--- config.mk ---
export PLATFORM = sky130hd
export DESIGN_NAME = muldiv_sequencer_flat
export DESIGN_NICKNAME = d
export VERILOG_FILES = /design/src/rtl/muldiv_sequencer_if.sv /design/src/rtl/muldiv_sequencer.sv /design/src/flat_wrapper.sv
export SDC_FILE = /design/constraint.sdc
export NUM_CORES = 1
export LEC_CHECK = 0
export ABC_CLOCK_PERIOD_IN_PS = 11600
export CAP_MARGIN = 20
export CORE_UTILIZATION = 55
export DETAILED_ROUTE_END_ITERATION = 6
export PLACE_DENSITY = 0.75
export SKIP_LAST_GASP = 1
export SLEW_MARGIN = 20
export SYNTH_ARGS = -nofsm -noshare
export SYNTH_HDL_FRONTEND = slang
export SYNTH_SLANG_ARGS = --single-unit
export TNS_END_PERCENT = 20
--- constraint.sdc ---
create_clock -name clk -period 11.6 [get_ports clk]
set_clock_uncertainty 0.1 [all_clocks]
set_input_delay 1.16 -clock clk [delete_from_list [all_inputs] [get_ports clk]]
set_output_delay 1.16 -clock clk [all_outputs]
set_load 0.05 [all_outputs]
--- src/rtl/muldiv_sequencer_if.sv ---
// Handshake and result bundle for muldiv_sequencer.
//
//   start_valid  requester -> unit  request present
//   start_ready  unit -> requester  unit can accept (IDLE only)
//   op           requester -> unit  0 = signed MUL, 1 = signed DIV
//   src_a        requester -> unit  multiplicand / dividend
//   src_b        requester -> unit  multiplier / divisor
//   abort        requester -> unit  cancel the operation in flight
//   busy         unit -> requester  operation in progress
//   done         unit -> requester  one-cycle result strobe
//   hi_out       unit -> requester  MUL high product word / DIV remainder
//   lo_out       unit -> requester  MUL low product word / DIV quotient
//   div_by_zero  unit -> requester  DIV with zero divisor, valid with done
interface muldiv_sequencer_if #(
    parameter int WORD = 32
);
    logic            start_valid;
    logic            start_ready;
    logic            op;
    logic [WORD-1:0] src_a;
    logic [WORD-1:0] src_b;
    logic            abort;
    logic            busy;
    logic            done;
    logic [WORD-1:0] hi_out;
    logic [WORD-1:0] lo_out;
    logic            div_by_zero;

    modport master (
        output start_valid, op, src_a, src_b, abort,
        input  start_ready, busy, done, hi_out, lo_out, div_by_zero
    );

    modport slave (
        input  start_valid, op, src_a, src_b, abort,
        output start_ready, busy, done, hi_out, lo_out, div_by_zero
    );
endinterface

--- src/rtl/muldiv_sequencer.sv ---
// Iterative signed multiply/divide unit with its own sequencing FSM.
// MUL uses Booth recoding, DIV uses non-restoring division on operand
// magnitudes; both share one accumulator, one adder and one shift register.
// Results: MUL -> {hi_out, lo_out} = product; DIV -> hi_out = remainder
// (sign of dividend), lo_out = quotient (truncating).
//
// Ports:
//   clk  rising-edge clock
//   clr  asynchronous active-low reset
//   bus  muldiv_sequencer_if.slave (handshake, operands, abort, results)
//
// Build option: define MULDIV_RADIX4_EN to run MUL with radix-4 Booth
// (WORD/2 iterations instead of WORD). DIV and all results are unchanged.
module muldiv_sequencer #(
    parameter int WORD = 32
) (
    input logic               clk,
    input logic               clr,
    muldiv_sequencer_if.slave bus
);

`ifdef MULDIV_RADIX4_EN
    localparam int ACC_W     = WORD + 2;
    localparam int MUL_STEPS = WORD / 2;
`else
    localparam int ACC_W     = WORD + 1;
    localparam int MUL_STEPS = WORD;
`endif
    localparam int CNT_W = $clog2(WORD);

    typedef enum logic [2:0] {
        S_IDLE,
        S_INIT,
        S_ITER,
        S_FIXUP,
        S_DONE
    } state_t;

    state_t state, state_nxt;

    // operands captured at accept
    logic            op_r;
    logic [WORD-1:0] a_r;
    logic [WORD-1:0] b_r;

    // shared datapath: acc = Booth A / partial remainder, m = M / divisor,
    // q = multiplier-product low / dividend-quotient
    logic signed [ACC_W-1:0] acc;
    logic signed [ACC_W-1:0] m;
    logic [WORD-1:0]         q;
    logic                    q_1;
    logic                    neg_q;
    logic                    neg_r;
    logic [CNT_W-1:0]        cnt;

    logic signed [ACC_W-1:0] add_l, add_r, sum;
    logic signed [ACC_W-1:0] acc_step;
    logic [WORD-1:0]         q_step;
    logic                    q1_step;
    logic [WORD-1:0]         res_hi, res_lo;

    logic [WORD-1:0] hi_r, lo_r;
    logic            dbz_r;

    function automatic logic [WORD-1:0] cond_neg(input logic [WORD-1:0] v,
                                                 input logic neg);
        return neg ? (~v + WORD'(1)) : v;
    endfunction

    // |v| as unsigned; the most negative value maps to 2^(WORD-1)
    function automatic logic [WORD-1:0] mag(input logic [WORD-1:0] v);
        return cond_neg(v, v[WORD-1]);
    endfunction

`ifdef MULDIV_RADIX4_EN
    function automatic logic signed [ACC_W-1:0] booth_addend(
        input logic [2:0] sel, input logic signed [ACC_W-1:0] mv);
        case (sel)
            3'b001, 3'b010: return mv;
            3'b011:         return mv <<< 1;
            3'b100:         return -(mv <<< 1);
            3'b101, 3'b110: return -mv;
            default:        return '0;
        endcase
    endfunction
`else
    function automatic logic signed [ACC_W-1:0] booth_addend(
        input logic [1:0] sel, input logic signed [ACC_W-1:0] mv);
        case (sel)
            2'b10:   return -mv;
            2'b01:   return mv;
            default: return '0;
        endcase
    endfunction
`endif

    // ---- next-state logic ----
    always_comb begin
        state_nxt = state;
        case (state)
            S_IDLE:  if (bus.start_valid) state_nxt = S_INIT;
            S_INIT: begin
                if (bus.abort)                 state_nxt = S_IDLE;
                else if (op_r && (b_r == '0))  state_nxt = S_DONE;
                else                           state_nxt = S_ITER;
            end
            S_ITER: begin
                if (bus.abort)       state_nxt = S_IDLE;
                else if (cnt == '0)  state_nxt = S_FIXUP;
            end
            S_FIXUP: state_nxt = bus.abort ? S_IDLE : S_DONE;
            S_DONE:  state_nxt = S_IDLE;
            default: state_nxt = S_IDLE;
        endcase
    end

    // ---- shared adder and shift network ----
    always_comb begin
        add_l = acc;
        add_r = '0;
        if (op_r) begin
            if (state == S_FIXUP) begin
                // restore a negative final remainder
                add_r = acc[ACC_W-1] ? m : '0;
            end else begin
                add_l = {acc[ACC_W-2:0], q[WORD-1]};
                add_r = acc[ACC_W-1] ? m : -m;
            end
        end else begin
`ifdef MULDIV_RADIX4_EN
            add_r = booth_addend({q[1], q[0], q_1}, m);
`else
            add_r = booth_addend({q[0], q_1}, m);
`endif
        end
        sum = add_l + add_r;

        if (op_r) begin
            acc_step = sum;
            q_step   = {q[WORD-2:0], ~sum[ACC_W-1]};
            q1_step  = q_1;
            res_hi   = cond_neg(sum[WORD-1:0], neg_r);
            res_lo   = cond_neg(q, neg_q);
        end else begin
`ifdef MULDIV_RADIX4_EN
            acc_step = sum >>> 2;
            q_step   = {sum[1:0], q[WORD-1:2]};
            q1_step  = q[1];
`else
            acc_step = sum >>> 1;
            q_step   = {sum[0], q[WORD-1:1]};
            q1_step  = q[0];
`endif
            res_hi   = acc[WORD-1:0];
            res_lo   = q;
        end
    end

    // ---- control and result registers ----
    always_ff @(posedge clk or negedge clr) begin
        if (!clr) begin
            state <= S_IDLE;
            cnt   <= '0;
            hi_r  <= '0;
            lo_r  <= '0;
            dbz_r <= 1'b0;
        end else begin
            state <= state_nxt;
            if (state == S_INIT)
                cnt <= op_r ? CNT_W'(WORD - 1) : CNT_W'(MUL_STEPS - 1);
            else if (state == S_ITER)
                cnt <= cnt - 1'b1;
            if (state_nxt == S_DONE) begin
                if (state == S_INIT) begin
                    hi_r  <= a_r;
                    lo_r  <= '1;
                    dbz_r <= 1'b1;
                end else begin
                    hi_r  <= res_hi;
                    lo_r  <= res_lo;
                    dbz_r <= 1'b0;
                end
            end
        end
    end

    // ---- datapath registers ----
    always_ff @(posedge clk) begin
        if (state == S_IDLE && bus.start_valid) begin
            op_r <= bus.op;
            a_r  <= bus.src_a;
            b_r  <= bus.src_b;
        end
        if (state == S_INIT) begin
            q_1 <= 1'b0;
            if (op_r) begin
                acc   <= '0;
                m     <= {{(ACC_W-WORD){1'b0}}, mag(b_r)};
                q     <= mag(a_r);
                neg_q <= a_r[WORD-1] ^ b_r[WORD-1];
                neg_r <= a_r[WORD-1];
            end else begin
                acc <= '0;
                m   <= {{(ACC_W-WORD){a_r[WORD-1]}}, a_r};
                q   <= b_r;
            end
        end else if (state == S_ITER) begin
            acc <= acc_step;
            q   <= q_step;
            q_1 <= q1_step;
        end
    end

    assign bus.start_ready = (state == S_IDLE);
    assign bus.busy        = (state != S_IDLE);
    assign bus.done        = (state == S_DONE);
    assign bus.hi_out      = hi_r;
    assign bus.lo_out      = lo_r;
    assign bus.div_by_zero = dbz_r;

endmodule

--- src/flat_wrapper.sv ---
// flat-port wrapper written by rule: the top's interface ports become plain ports
module muldiv_sequencer_flat 
#(
    parameter int WORD = 32
)
  (clk, clr, bus_start_valid, bus_op, bus_src_a, bus_src_b, bus_abort, bus_start_ready, bus_busy, bus_done, bus_hi_out, bus_lo_out, bus_div_by_zero);
  muldiv_sequencer_if #(.WORD(WORD)) bus_i ();
  input logic clk;
  input logic clr;
  input wire logic [$bits(bus_i.start_valid)-1:0] bus_start_valid;
  input wire logic [$bits(bus_i.op)-1:0] bus_op;
  input wire logic [$bits(bus_i.src_a)-1:0] bus_src_a;
  input wire logic [$bits(bus_i.src_b)-1:0] bus_src_b;
  input wire logic [$bits(bus_i.abort)-1:0] bus_abort;
  output wire logic [$bits(bus_i.start_ready)-1:0] bus_start_ready;
  output wire logic [$bits(bus_i.busy)-1:0] bus_busy;
  output wire logic [$bits(bus_i.done)-1:0] bus_done;
  output wire logic [$bits(bus_i.hi_out)-1:0] bus_hi_out;
  output wire logic [$bits(bus_i.lo_out)-1:0] bus_lo_out;
  output wire logic [$bits(bus_i.div_by_zero)-1:0] bus_div_by_zero;
  assign bus_i.start_valid = bus_start_valid;
  assign bus_i.op = bus_op;
  assign bus_i.src_a = bus_src_a;
  assign bus_i.src_b = bus_src_b;
  assign bus_i.abort = bus_abort;
  assign bus_start_ready = bus_i.start_ready;
  assign bus_busy = bus_i.busy;
  assign bus_done = bus_i.done;
  assign bus_hi_out = bus_i.hi_out;
  assign bus_lo_out = bus_i.lo_out;
  assign bus_div_by_zero = bus_i.div_by_zero;
  muldiv_sequencer #(.WORD(WORD)) u_core (.clk(clk), .clr(clr), .bus(bus_i));
endmodule
==> qor.rpt, run 1 <==
CRITICAL PATH
---------------------------------------------------------------------------------
Crit-path leading delay family                                       AND-OR/OR-AND gates
Worst path buffer plus inverter count                                           0
Flop-to-flop setup slack                                                  5300 ps
Crit-path max FO                                                                9
Cell repeated most along the worst path                              sky130_fd_sc_hd__o21ai_0
Cell-by-cell listing of the critical path                            nor3_1 > nand3_1 > or2_2 > nor3_1 > nand2_1 > nand2_1 > a21oi_1 > o21ai_0 > ha_1 > a21oi_1 > o21ai_0 > a221oi_1 > a311oi_1 > a2111oi_2 > nand4_1 > mux2i_1 > a2111oi_0 > o21ai_0
Endpoint arrival time on the critical path                                6600 ps
Critical Path RT                                                         11900 ps
End of the worst register-to-register path                           u_core.bus.hi_out[28]
Critical path endpoint category                                              flop
RR Startpoint                                                         u_core.m[2]
Crit. Startpoint                                                      u_core.m[2]
Largest stage delay on the critical path                                   700 ps
Logic depth of the worst setup path including buffers                          18
Worst setup path endpoint                                            u_core.bus.hi_out[28]
Max stage delay cell, worst path                                     sky130_fd_sc_hd__a2111oi_2
Reg2reg path depth                                                             18
Critical setup path kind                                             flop to flop
Kind of launch point of the worst setup path                                 flop

FINAL TIMING
---------------------------------------------------------------------------------
Total negative slack                                                         0 ps
Maximum clock frequency                                                   159 MHz
Setup repair after global routing missed its margin                            no
Setup Viol. Count Final                                                         0
Relative slew slack                                                         0.220
Slew of the pin with the lowest slew margin                               1170 ps
Fin worst setup slack                                                     5300 ps
Final min period                                                          6300 ps
Number of pins with negative max-slew slack in the final report                 0
Final Hold Vio Count                                                            0
Hold slack final                                                           382 ps
Final critical-path share of the clock period                               0.543

FINAL LAYOUT
---------------------------------------------------------------------------------
Clk cell area share                                                        0.0457
Number of nets in the layout                                                 1998
Filler Cells Inserted                                                        2478
Fraction of final layout cells with drive strength greater than 1          0.0943
Tally of clock buffers in the finished layout                                  28
Diodes inserted                                                                 1
Most frequent cells in the layout                                    sky130_fd_sc_hd__nor2_1 (201), sky130_fd_sc_hd__a21oi_1 (178), sky130_fd_sc_hd__nand2_1 (139)
Top cell class by occupied area                                      multi-input combinational cells
Non-clk buf share                                                          0.0795
Area of the multi-input gates                                            9620 um2
Count of inverters other than clock inverters in the layout                    40
Largest registers in the final layout                                u_core.acc x33, u_core.m x33
Area growth, synth to finish                                                14.4%
Seq_cells                                                                     239
Combinational Gates                                                          1425
Final instance count without filler cells                                    2299
Area of all placed cells without fillers                                19100 um2
Buffers outside the clock class                                               156
Multi-input combinational area share                                        0.503
Dominant logic cell type in the layout                               sky130_fd_sc_hd__nor2_1

STATUS
---------------------------------------------------------------------------------
Status                                                                  completed

FLOORPLAN
---------------------------------------------------------------------------------
Starting utilization of the core area                                       0.561
Tap Cells                                                                     390
Number of rows created at floorplan                                            63
Die boundary width                                                         176 um
Die Span Y                                                                 176 um
Die outline area                                                        31100 um2
Total core area                                                         29800 um2

CTS
---------------------------------------------------------------------------------
Clk ins delay skew pair                                                    550 ps
CTS root buffer                                                      sky130_fd_sc_hd__clkbuf_16
Number of buffers created by CTS                                               26
TritonCTS clock tree                                                        built
Number of H-tree levels                                                         1
Largest buffer count on any clock path                                          3
Register clock-pin slew on the reported worst setup and hold paths          60 ps
Quantity of hold-fixing buffers added after cts                                 0
Buffer count from post-CTS setup fixing                                         0
CTS Sinks                                                                     239
Post-cts sizing count                                                           0

POWER AND IR DROP
---------------------------------------------------------------------------------
Comb power                                                              0.00281 W
Worst vdd ir                                                             0.209 mV
Power per unit of standard cell area                                   268 nW/um2
Internal power contribution                                             0.00270 W
Leakage component of the power                                            7.10 nW
Clk pwr                                                                0.000856 W
Switching power as a share of total power                                   0.473
Power, Total                                                            0.00512 W
Share of power burned in registers                                          0.285
Comb pwr share                                                              0.548
Net load switching power                                                0.00242 W
Part of the power in the clock network                                      0.167
Top power group                                                      combinational logic

DRT
---------------------------------------------------------------------------------
DR WL met3                                                                4970 um
Amount of wire on met2 after detailed routing                            23500 um
WL met1                                                                  22400 um
Post-detailed-route count of antenna-violating nets                             0
Drt via density                                                              6.58
Detailed router's first-iteration violation count                            1811
Number of remaining DRC errors                                                  0
Uppermost routed layer                                                       met5
Pre-antenna DRT Iters                                                           6

SYNTHESIS
---------------------------------------------------------------------------------
Number of synthesis warnings                                                    0
Post-synthesis adder-cell area fraction                                    0.0311
Yosys simple share                                                          0.170
Mapped cell area                                                        16700 um2
Syn Inst Count                                                               1818
Register area share after synthesis                                         0.387
Share of synthesized cell area in and-or and or-and compound cells          0.211
Async set-or-reset flop fraction in the synthesized netlist                 0.305
Area figure in the yosys stat output                                    16700 um2
Xor and xnor area share after synthesis                                    0.0733
Post-synth EDFFs                                                              132
Yosys top cell by area                                               sky130_fd_sc_hd__edfxtp_1
Post-Synthesis Mean Instance Area                                        9.20 um2
Most used standard cell by instance count after synthesis            sky130_fd_sc_hd__nor2_1
Net count of the mapped netlist                                              1928
Main combinational cell family by area after synthesis               AND-OR/OR-AND gates
Most instantiated cells after synthesis                              sky130_fd_sc_hd__nor2_1 (202), sky130_fd_sc_hd__a21oi_1 (178), sky130_fd_sc_hd__nand2_1 (139)
Commonest flop                                                       sky130_fd_sc_hd__edfxtp_1
Count of cell types in the netlist                                             86
Top cells by area                                                    sky130_fd_sc_hd__edfxtp_1 (24%), sky130_fd_sc_hd__dfrtp_1 (11%), sky130_fd_sc_hd__a21oi_1 (5.3%)
Yosys cell count                                                             1818
Share of Yosys cell area claimed by the top area cell type                  0.237
Mux cell area share after synthesis                                        0.0886
Ys flops                                                                      239

HOLD PATH
---------------------------------------------------------------------------------
Hold-critical path endpoint                                          u_core.state[0]
Hold/Removal Path Class                                              flop to flop
Hold path depth                                                                 1
Startpoint of the lowest-slack hold path                             u_core.cnt[4]

GRT
---------------------------------------------------------------------------------
Number of global-route vias before repair                                   14500
Wire length of the first global-routing pass                             82400 um
Most utilized layer in the global route result                               met2
GRT Residual Overflow                                                           0
Pin count of the biggest net entering global routing                           78
Global Route met1 Usage                                                     0.480
GR Layer Usage met2                                                         0.522
Number of antenna violations at the first check in global routing               1
Met3 Resource Use GR                                                       0.0622

RUN
---------------------------------------------------------------------------------
Number of max-cap violations                                                    0
Warning total across the stage logs                                            27

PLACED DESIGN
---------------------------------------------------------------------------------
Placed Cells                                                                 2249
Worst slack, placed                                                       5420 ps
Routability-driven placement congestion ratio                               0.945
Post-Place Cell Area                                                    18200 um2
HPWL after DPL                                                           37800 um

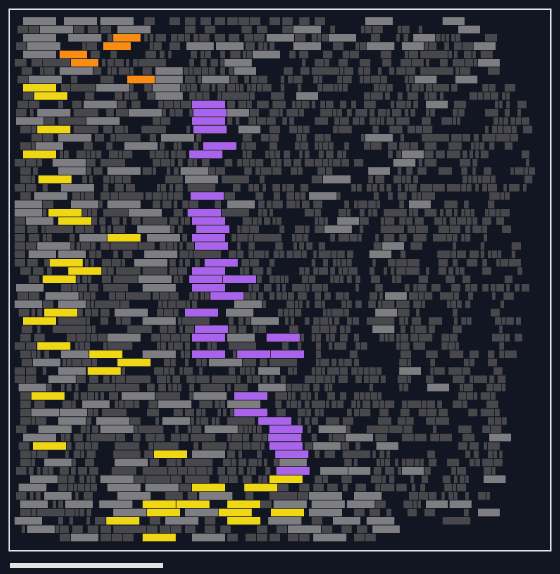
*Register map, names as in the netlist, run 1*
The bar under the picture is 50 um long. Other sequential cells in the stronger grey, the rest of the logic in the fainter grey.
u_core.b_r: shown in yellow, placed flops 32. u_core.m: shown in purple, placed flops 33. u_core.cnt: shown in orange, placed flops 5, where top left.
Another 169 sequential cells are not coloured.
register area: 6470 um2
Post-Route Utilization: 0.642
Sequential Power: 0.00146 W
sequential share of cell area: 0.338

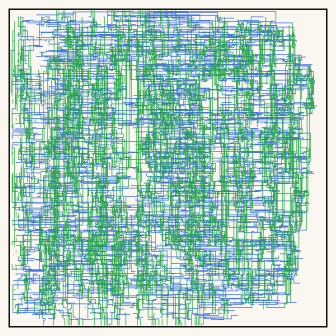
*Wiring by layer, run 1*
Two of the layers only.
met1: shown in blue, wire length 22.4 mm. met2: shown in green, wire length 23.5 mm.
global-route usage over all layers: 0.342
number of vias in the routed layout: 15100
wire length per cell: 23.1 um
final wirelength: 53000 um

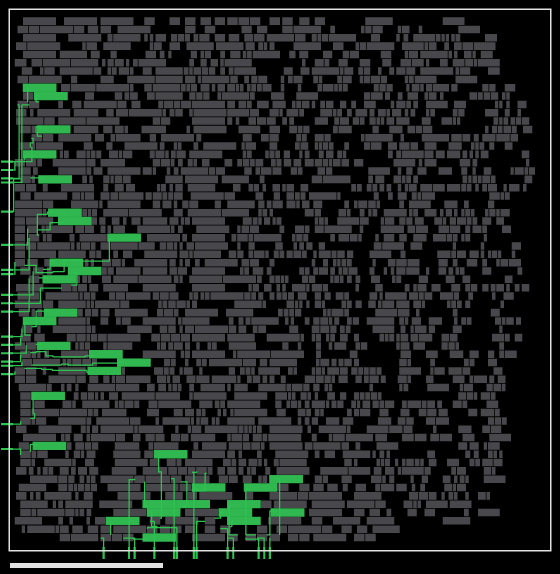
*Nets reached from selected ports, run 1*
The bar under the picture is 50 um long.
bus_src_b: shown in green, bits 32, direction input, edge 19 left, 13 bottom, end cells 32, buffers 32, wire 736 um.
count of buffers from port buffering: 136
num ports: 137

### Clock wiring as the flow saved it, run 1

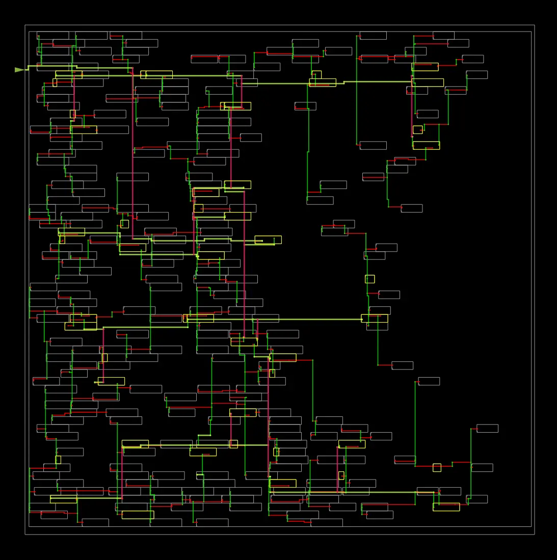

## Run 2: what changed since run 1
--- a/config.mk
+++ b/config.mk
@@ -5,7 +5,7 @@
 export SDC_FILE = /design/constraint.sdc
 export NUM_CORES = 1
 export LEC_CHECK = 0
-export ABC_CLOCK_PERIOD_IN_PS = 11600
+export ABC_CLOCK_PERIOD_IN_PS = 6150
 export CAP_MARGIN = 20
 export CORE_UTILIZATION = 55
 export DETAILED_ROUTE_END_ITERATION = 6
==> constraint.sdc (replaced) <==
create_clock -name clk -period 6.15 [get_ports clk]
set_clock_uncertainty 0.1 [all_clocks]
set_input_delay 0.615 -clock clk [delete_from_list [all_inputs] [get_ports clk]]
set_output_delay 0.615 -clock clk [all_outputs]
set_load 0.05 [all_outputs]
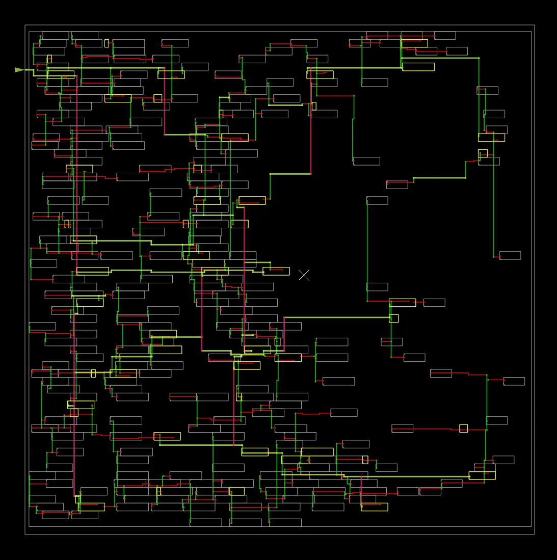
*Clock wiring as the flow saved it, run 2*
tally of clock buffers in the finished layout: 34
seq_cells: 239
CTS Sinks: 239

==> run 2 against run 1 <==
Compared with the run above:
- highest routed layer is now met4
- register-to-register slack got worse by 4900 ps
- die size did not move
- the run now ends with DRC left
- sequential power up 88%
- power is 94% higher
- clock-buffer cell count is 6 higher
- worst setup slack got worse by 4900 ps
- routed wire length up 1.2%
- worst hold slack got worse by 380 ps
- synthesized cell count stayed put
- core utilization rose by 1.0 points
==> qor.rpt, run 2 <==
POWER AND IR DROP
---------------------------------------------------------------------------------
Top power group                                                      combinational logic
Leakage component of the power                                            7.27 nW   +2.4%
Comb pwr share                                                              0.551   +0.003
Switching power as a share of total power                                   0.466   -0.00757
Net load switching power                                                0.00464 W   +91%
Internal power contribution                                             0.00532 W   +97%
Worst vdd ir                                                             0.345 mV   +65%
Share of power burned in registers                                          0.275   -0.010
Sequential Power                                                        0.00274 W   +88%
Part of the power in the clock network                                      0.174   +0.007
Comb power                                                              0.00549 W   +95%

SYNTHESIS
---------------------------------------------------------------------------------
Main combinational cell family by area after synthesis               AND-OR/OR-AND gates
Post-synth EDFFs                                                              132   unchanged
Mux cell area share after synthesis                                        0.0886   unchanged
Most instantiated cells after synthesis                              sky130_fd_sc_hd__nor2_1 (202), sky130_fd_sc_hd__a21oi_1 (178), sky130_fd_sc_hd__nand2_1 (139)
Register area share after synthesis                                         0.387   unchanged
Xor and xnor area share after synthesis                                    0.0733   unchanged
Yosys cell count                                                             1818   unchanged
Area figure in the yosys stat output                                    16700 um2   unchanged
Share of synthesized cell area in and-or and or-and compound cells          0.211   unchanged
Share of Yosys cell area claimed by the top area cell type                  0.237   unchanged
Number of synthesis warnings                                                    0   unchanged
Ys flops                                                                      239   unchanged
Post-synthesis adder-cell area fraction                                    0.0311   unchanged
Net count of the mapped netlist                                              1928   unchanged
Commonest flop                                                       sky130_fd_sc_hd__edfxtp_1
Syn Inst Count                                                               1818   unchanged
Count of cell types in the netlist                                             86   unchanged
Async set-or-reset flop fraction in the synthesized netlist                 0.305   unchanged
Top cells by area                                                    sky130_fd_sc_hd__edfxtp_1 (24%), sky130_fd_sc_hd__dfrtp_1 (11%), sky130_fd_sc_hd__a21oi_1 (5.3%)
Yosys simple share                                                          0.170   unchanged
Post-Synthesis Mean Instance Area                                        9.20 um2   unchanged

FINAL LAYOUT
---------------------------------------------------------------------------------
Filler Cells Inserted                                                        2421   -2.3%
Post-Route Utilization                                                      0.652   +0.0102
Sequential share of cell area                                               0.333   -0.00529
Register area                                                            6470 um2   unchanged
Most frequent cells in the layout                                    sky130_fd_sc_hd__nor2_1 (202), sky130_fd_sc_hd__a21oi_1 (178), sky130_fd_sc_hd__nand2_1 (139)
Clk cell area share                                                        0.0489   +0.00315
Combinational Gates                                                          1425   unchanged
Dominant logic cell type in the layout                               sky130_fd_sc_hd__nor2_1
Area of all placed cells without fillers                                19400 um2   +1.6%
Buffers outside the clock class                                               185   +19%
Fraction of final layout cells with drive strength greater than 1           0.108   +0.0133
Count of inverters other than clock inverters in the layout                    40   unchanged
Number of nets in the layout                                                 2029   +1.6%
Multi-input combinational area share                                        0.495   -0.00794
Diodes inserted                                                                 1   unchanged
Final instance count without filler cells                                    2332   +1.4%

FINAL TIMING
---------------------------------------------------------------------------------
Slew of the pin with the lowest slew margin                                968 ps   -202 ps
Total negative slack                                                         0 ps   unchanged
Relative slew slack                                                         0.354   +0.134
Setup Viol. Count Final                                                         0   unchanged
Final Hold Vio Count                                                            0   unchanged
Final critical-path share of the clock period                               0.942   +0.399
Fin worst setup slack                                                      357 ps   -4940 ps
Maximum clock frequency                                                   173 MHz   +8.7%
Setup repair after global routing missed its margin                           yes

CRITICAL PATH
---------------------------------------------------------------------------------
Cell repeated most along the worst path                              sky130_fd_sc_hd__o21ai_0
Critical setup path kind                                             flop to flop
Logic depth of the worst setup path including buffers                          20   +2
End of the worst register-to-register path                            u_core.q[0]
Max stage delay cell, worst path                                     sky130_fd_sc_hd__or4_1
Flop-to-flop setup slack                                                   360 ps   -4940 ps
Worst setup path endpoint                                             u_core.q[0]
Kind of launch point of the worst setup path                                 flop
Largest stage delay on the critical path                                   580 ps   -120 ps
Reg2reg path depth                                                             20   +2
Critical path endpoint category                                              flop
Crit. Startpoint                                                      u_core.m[6]
Crit-path max FO                                                                8   -1
Worst path buffer plus inverter count                                           0   unchanged
Cell-by-cell listing of the critical path                            or4_1 > nor3_2 > nand3_1 > nor3_1 > nand2b_1 > or4_1 > nor2_1 > o21ai_0 > o31ai_1 > a22o_1 > ha_1 > nand2_1 > nor2_1 > a221o_1 > o21ai_0 > nand2_1 > a21oi_1 > o21ai_0 > xnor2_1 > mux4_2

HOLD PATH
---------------------------------------------------------------------------------
Hold/Removal Path Class                                              input pin to async pin

FLOORPLAN
---------------------------------------------------------------------------------
Total core area                                                         29800 um2   unchanged
Number of rows created at floorplan                                            63   unchanged
Die boundary width                                                         176 um   unchanged
Num ports                                                                     137   unchanged
Starting utilization of the core area                                       0.561   unchanged
Die outline area                                                        31100 um2   unchanged
Die Span Y                                                                 176 um   unchanged

DRT
---------------------------------------------------------------------------------
WL met1                                                                  22300 um   -0.29%
Pre-antenna DRT Iters                                                           7   +1
Number of vias in the routed layout                                         15400   +2.0%
Amount of wire on met2 after detailed routing                            24400 um   +3.6%
Detailed router's first-iteration violation count                            1997   +10%
Number of remaining DRC errors                                                  1   +1
Wire length per cell                                                      23.0 um   -0.28%
Drt via density                                                              6.62   +0.55%
DR WL met3                                                                4950 um   -0.42%
Post-detailed-route count of antenna-violating nets                             0   unchanged
Final wirelength                                                         53700 um   +1.2%

PLACED DESIGN
---------------------------------------------------------------------------------
Post-Place Cell Area                                                    18400 um2   +1.2%
Routability-driven placement congestion ratio                               0.935   -1.0%
Worst slack, placed                                                        447 ps   -4980 ps
Placed Cells                                                                 2278   +1.3%

CTS
---------------------------------------------------------------------------------
Largest buffer count on any clock path                                          3   unchanged
Register clock-pin slew on the reported worst setup and hold paths          60 ps   about the same
Buffer count from post-CTS setup fixing                                         0   unchanged
Clk ins delay skew pair                                                    570 ps   +20 ps

RUN
---------------------------------------------------------------------------------
Number of max-cap violations                                                    0   unchanged
Warning total across the stage logs                                            28   +3.7%

GRT
---------------------------------------------------------------------------------
GR Layer Usage met2                                                         0.543   +0.0217
Most utilized layer in the global route result                               met2
Wire length of the first global-routing pass                             83600 um   +1.4%
Pin count of the biggest net entering global routing                           97   +24%
Number of global-route vias before repair                                   14600   +1.3%
Global-route usage over all layers                                          0.346   +0.00436
Number of antenna violations at the first check in global routing               0   -1

STATUS
---------------------------------------------------------------------------------
Violated checks                                                               DRC
Status                                                               finished, violations left

No activity file was given, so power comes from the tool's default toggle rates.
